$ cat src/rtl/port_tx_queue.sv
// port_tx_queue: byte FIFO that paces Port tr_start/din against tr_free.
// Optional shadow-FIFO loopback checker enabled by defining LOOPBACK_CHECK_EN.
module port_tx_queue #(
  parameter int DATA_LEN    = 8,
  parameter int DEPTH_LOG2  = 4,
  parameter int ACK_TIMEOUT = 15
) (
  input  logic                  clk,
  input  logic                  reset,
  input  logic                  wr_en,
  input  logic [DATA_LEN-1:0]   wr_data,
  output logic                  full,
  output logic                  empty,
  output logic [DEPTH_LOG2:0]   level,
  input  logic                  tr_free,
  output logic                  tr_start,
  output logic [DATA_LEN-1:0]   din,
  output logic                  busy,
  output logic                  ack_err,
  input  logic                  rec_complete,
  input  logic [DATA_LEN-1:0]   dout,
  output logic                  lb_err
);
  localparam int DEPTH = 2**DEPTH_LOG2;
  localparam int CW = $clog2(ACK_TIMEOUT + 1);
  typedef enum logic [2:0] {IDLE, LOAD, START, WAIT_ACK, WAIT_DONE} state_t;
  state_t state_q;
  logic [DATA_LEN-1:0] mem_q [DEPTH];
  logic [DEPTH_LOG2-1:0] wp_q, rp_q;
  logic [DEPTH_LOG2:0] level_q, level_d;
  logic [CW-1:0] cnt_q;
  logic [DATA_LEN-1:0] din_q;
  logic tr_start_q, busy_q, ack_err_q, push, pop;
  assign full = level_q == (DEPTH_LOG2+1)'(DEPTH);
  assign empty = level_q == '0;
  assign level = level_q;
  assign tr_start = tr_start_q;
  assign din = din_q;
  assign busy = busy_q;
  assign ack_err = ack_err_q;
  assign push = wr_en && !full;
  assign pop = state_q == LOAD;
  assign level_d = level_q + (DEPTH_LOG2+1)'(push) - (DEPTH_LOG2+1)'(pop);
  always_ff @(posedge clk)
    if (push) mem_q[wp_q] <= wr_data;
  always_ff @(posedge clk or negedge reset)
    if (!reset) begin
      wp_q <= '0;
      rp_q <= '0;
      level_q <= '0;
    end else begin
      if (push) wp_q <= wp_q + 1'b1;
      if (pop) rp_q <= rp_q + 1'b1;
      level_q <= level_d;
    end
  // tr_start is raised on entry to START so it is high for exactly that state
  always_ff @(posedge clk or negedge reset)
    if (!reset) begin
      state_q <= IDLE;
      din_q <= '0;
      tr_start_q <= 1'b0;
      busy_q <= 1'b0;
      ack_err_q <= 1'b0;
      cnt_q <= '0;
    end else begin
      tr_start_q <= 1'b0;
      case (state_q)
        IDLE: if (!empty && tr_free) begin
          state_q <= LOAD;
          busy_q <= 1'b1;
        end
        LOAD: begin
          din_q <= mem_q[rp_q];
          tr_start_q <= 1'b1;
          state_q <= START;
        end
        START: begin
          cnt_q <= '0;
          state_q <= WAIT_ACK;
        end
        WAIT_ACK: if (!tr_free) state_q <= WAIT_DONE;
          else if (cnt_q == CW'(ACK_TIMEOUT - 1)) begin
            ack_err_q <= 1'b1;
            tr_start_q <= 1'b1;
            state_q <= START;
          end else cnt_q <= cnt_q + 1'b1;
        WAIT_DONE: if (tr_free) begin
          state_q <= IDLE;
          busy_q <= 1'b0;
        end
        default: state_q <= IDLE;
      endcase
    end
`ifdef LOOPBACK_CHECK_EN
  logic [DATA_LEN-1:0] sh_q [DEPTH];
  logic [DEPTH_LOG2-1:0] swp_q, srp_q;
  logic [DEPTH_LOG2:0] slevel_q;
  logic lb_err_q, spush, spop;
  assign spush = pop && slevel_q != (DEPTH_LOG2+1)'(DEPTH);
  assign spop = rec_complete && slevel_q != '0;
  assign lb_err = lb_err_q;
  always_ff @(posedge clk)
    if (spush) sh_q[swp_q] <= mem_q[rp_q];
  always_ff @(posedge clk or negedge reset)
    if (!reset) begin
      swp_q <= '0;
      srp_q <= '0;
      slevel_q <= '0;
      lb_err_q <= 1'b0;
    end else begin
      if (spush) swp_q <= swp_q + 1'b1;
      if (spop) srp_q <= srp_q + 1'b1;
      slevel_q <= slevel_q + (DEPTH_LOG2+1)'(spush) - (DEPTH_LOG2+1)'(spop);
      if (rec_complete && (slevel_q == '0 || dout != sh_q[srp_q])) lb_err_q <= 1'b1;
    end
`else
  logic unused_lb;
  assign unused_lb = ^{rec_complete, dout};
  assign lb_err = 1'b0;
`endif
endmodule

$ cat config.mk
export PLATFORM = sky130hd
export DESIGN_NAME = port_tx_queue
export DESIGN_NICKNAME = d
export VERILOG_FILES = /design/src/rtl/port_tx_queue.sv
export SDC_FILE = /design/constraint.sdc
export NUM_CORES = 1
export LEC_CHECK = 0
export ABC_AREA = 1
export ABC_CLOCK_PERIOD_IN_PS = 2150
export CORE_ASPECT_RATIO = 1.4
export CORE_MARGIN = 3
export CORE_UTILIZATION = 50
export CTS_CLUSTER_SIZE = 14
export DETAILED_ROUTE_END_ITERATION = 12
export PLACE_DENSITY = 0.71
export SYNTH_ARGS = -nofsm -noshare
export SYNTH_HDL_FRONTEND = slang
export SYNTH_SLANG_ARGS = --single-unit
$ cat constraint.sdc
create_clock -name clk -period 2.15 [get_ports clk]
set_input_delay 0.5375 -clock clk [delete_from_list [all_inputs] [get_ports clk]]
set_output_delay 0.5375 -clock clk [all_outputs]
set_load 0.01 [all_outputs]
### Placed standard cells

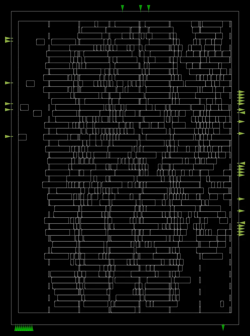
post-route core utilization: 62.0%
Non-Filler Instances: 863

### Clock wires, drivers and flops

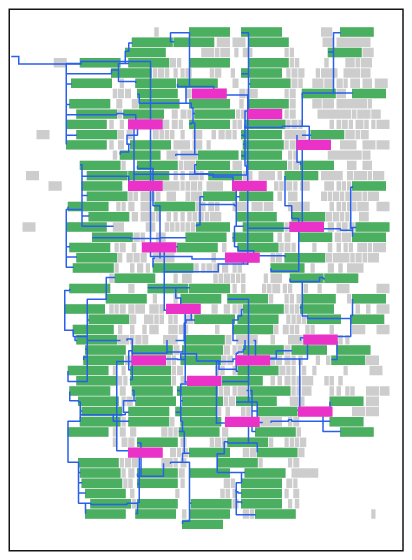
[magenta] clock drivers | count: 17
[blue] clock wires | length: 1690 microns
[green] flip-flops | count: 159
routed clock nets: 18

### Met4 routing

Scale bar: 20 microns. Supply wires on this layer in gray.
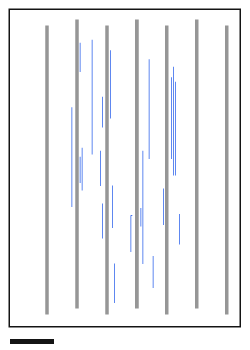
share of all routed wire: 3.9%
main direction: vertical

### Wiring heat map

Scale bar: 20 microns. 21 x 29 tiles, from dark purple (low) to yellow (high), scaled to the fullest tile. Values are wire area over tile area, all layers added.
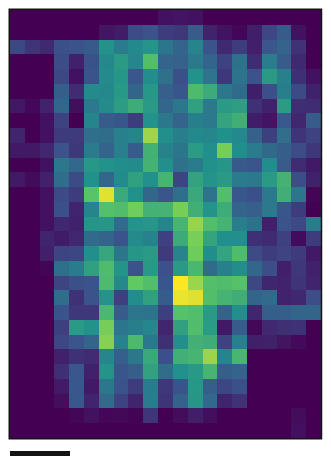
densest ninth of the die: center
tiles over half the peak: 19%
emptiest ninth of the die: south-east
nearly empty tiles: 23%
fullest tile: 0.57
mean over tiles: 0.15

==> notes.md <==
Physical implementation

The power report puts the leakage power at 3.28 nW. The buffer-and-inverter tally for the worst setup path is 3. In the per-layer summary, the met1 wirelength comes to 5370 microns. The flow ran to the end, and the final reports show no timing, DRC or antenna violations. The cell area power density is 1380 nW/um^2. The met1 demand-to-capacity share in global routing is 21.9%. Looking at the post-CTS report, the setup buffer insertion count equals 3.

The fraction of synthesized cell area taken by the top area cell type is 57.2%. The setup slack after layout is 23.9 ps. The worst setup path is captured at a register. On the worst path, the slowest cell contributes a delay of 390 ps.

The simple-gate share of the synthesized area is 21.6%. The number of distinct standard cells referenced by the synthesized netlist is 23. The number of I/O pins is 40. Measured against its own limit, the worst slew margin works out to 53.4%. STA reports a reg2reg setup slack of 20 ps. Of the cells placed in the final design, the portion with a size suffix greater than 1 is 13.0%. The maximum vdd ir drop is 702 uV. TritonCTS built the clock tree. The share of power burned in registers is 37.0%.

The total number of vias is 4603. For the worst flop-to-flop path, the logic depth is 12. The xor and xnor area share after synthesis is 1.56%. The via count of the first global-routing pass came to 4388. 0 antenna diodes ended up in the layout.

After synthesis, the design contains 607 cells according to Yosys. Measured against the total synthesized area, the mux share comes to 0%. The overall die size recorded for this design is 14900 sq um. The endpoint of the most critical register-to-register path is level[4].

The layout report gives the register share of total cell area as 57.3%. The number of multi-input combinational cells in the layout is 388. Between clock sinks in the finished design, the worst skew comes to 11.2 ps. The port buffer count is 29.

Overall routing resource usage recorded by global route was 19.7%. The family with the most delay on the worst path is adder cells. The switching portion of total power comes to 37.7%. In this run the remaining antenna-violating nets after routing total 0.

Summed over all failing endpoints, the final setup total negative slack is 0 ps. The final max-slew violation count recorded for this run is 0. The register area is 4620 sq um. The pre-CTS setup check shows a worst slack of -218 ps.

In the final report, the number of hold violations comes to 0. Per the synth stats, the flop cell with the highest instance count is sky130_fd_sc_hd__edfxtp_1. The initialized floorplan defines 49 standard-cell rows.
Power figures rest on the tool's default switching activity, not on a simulated workload.
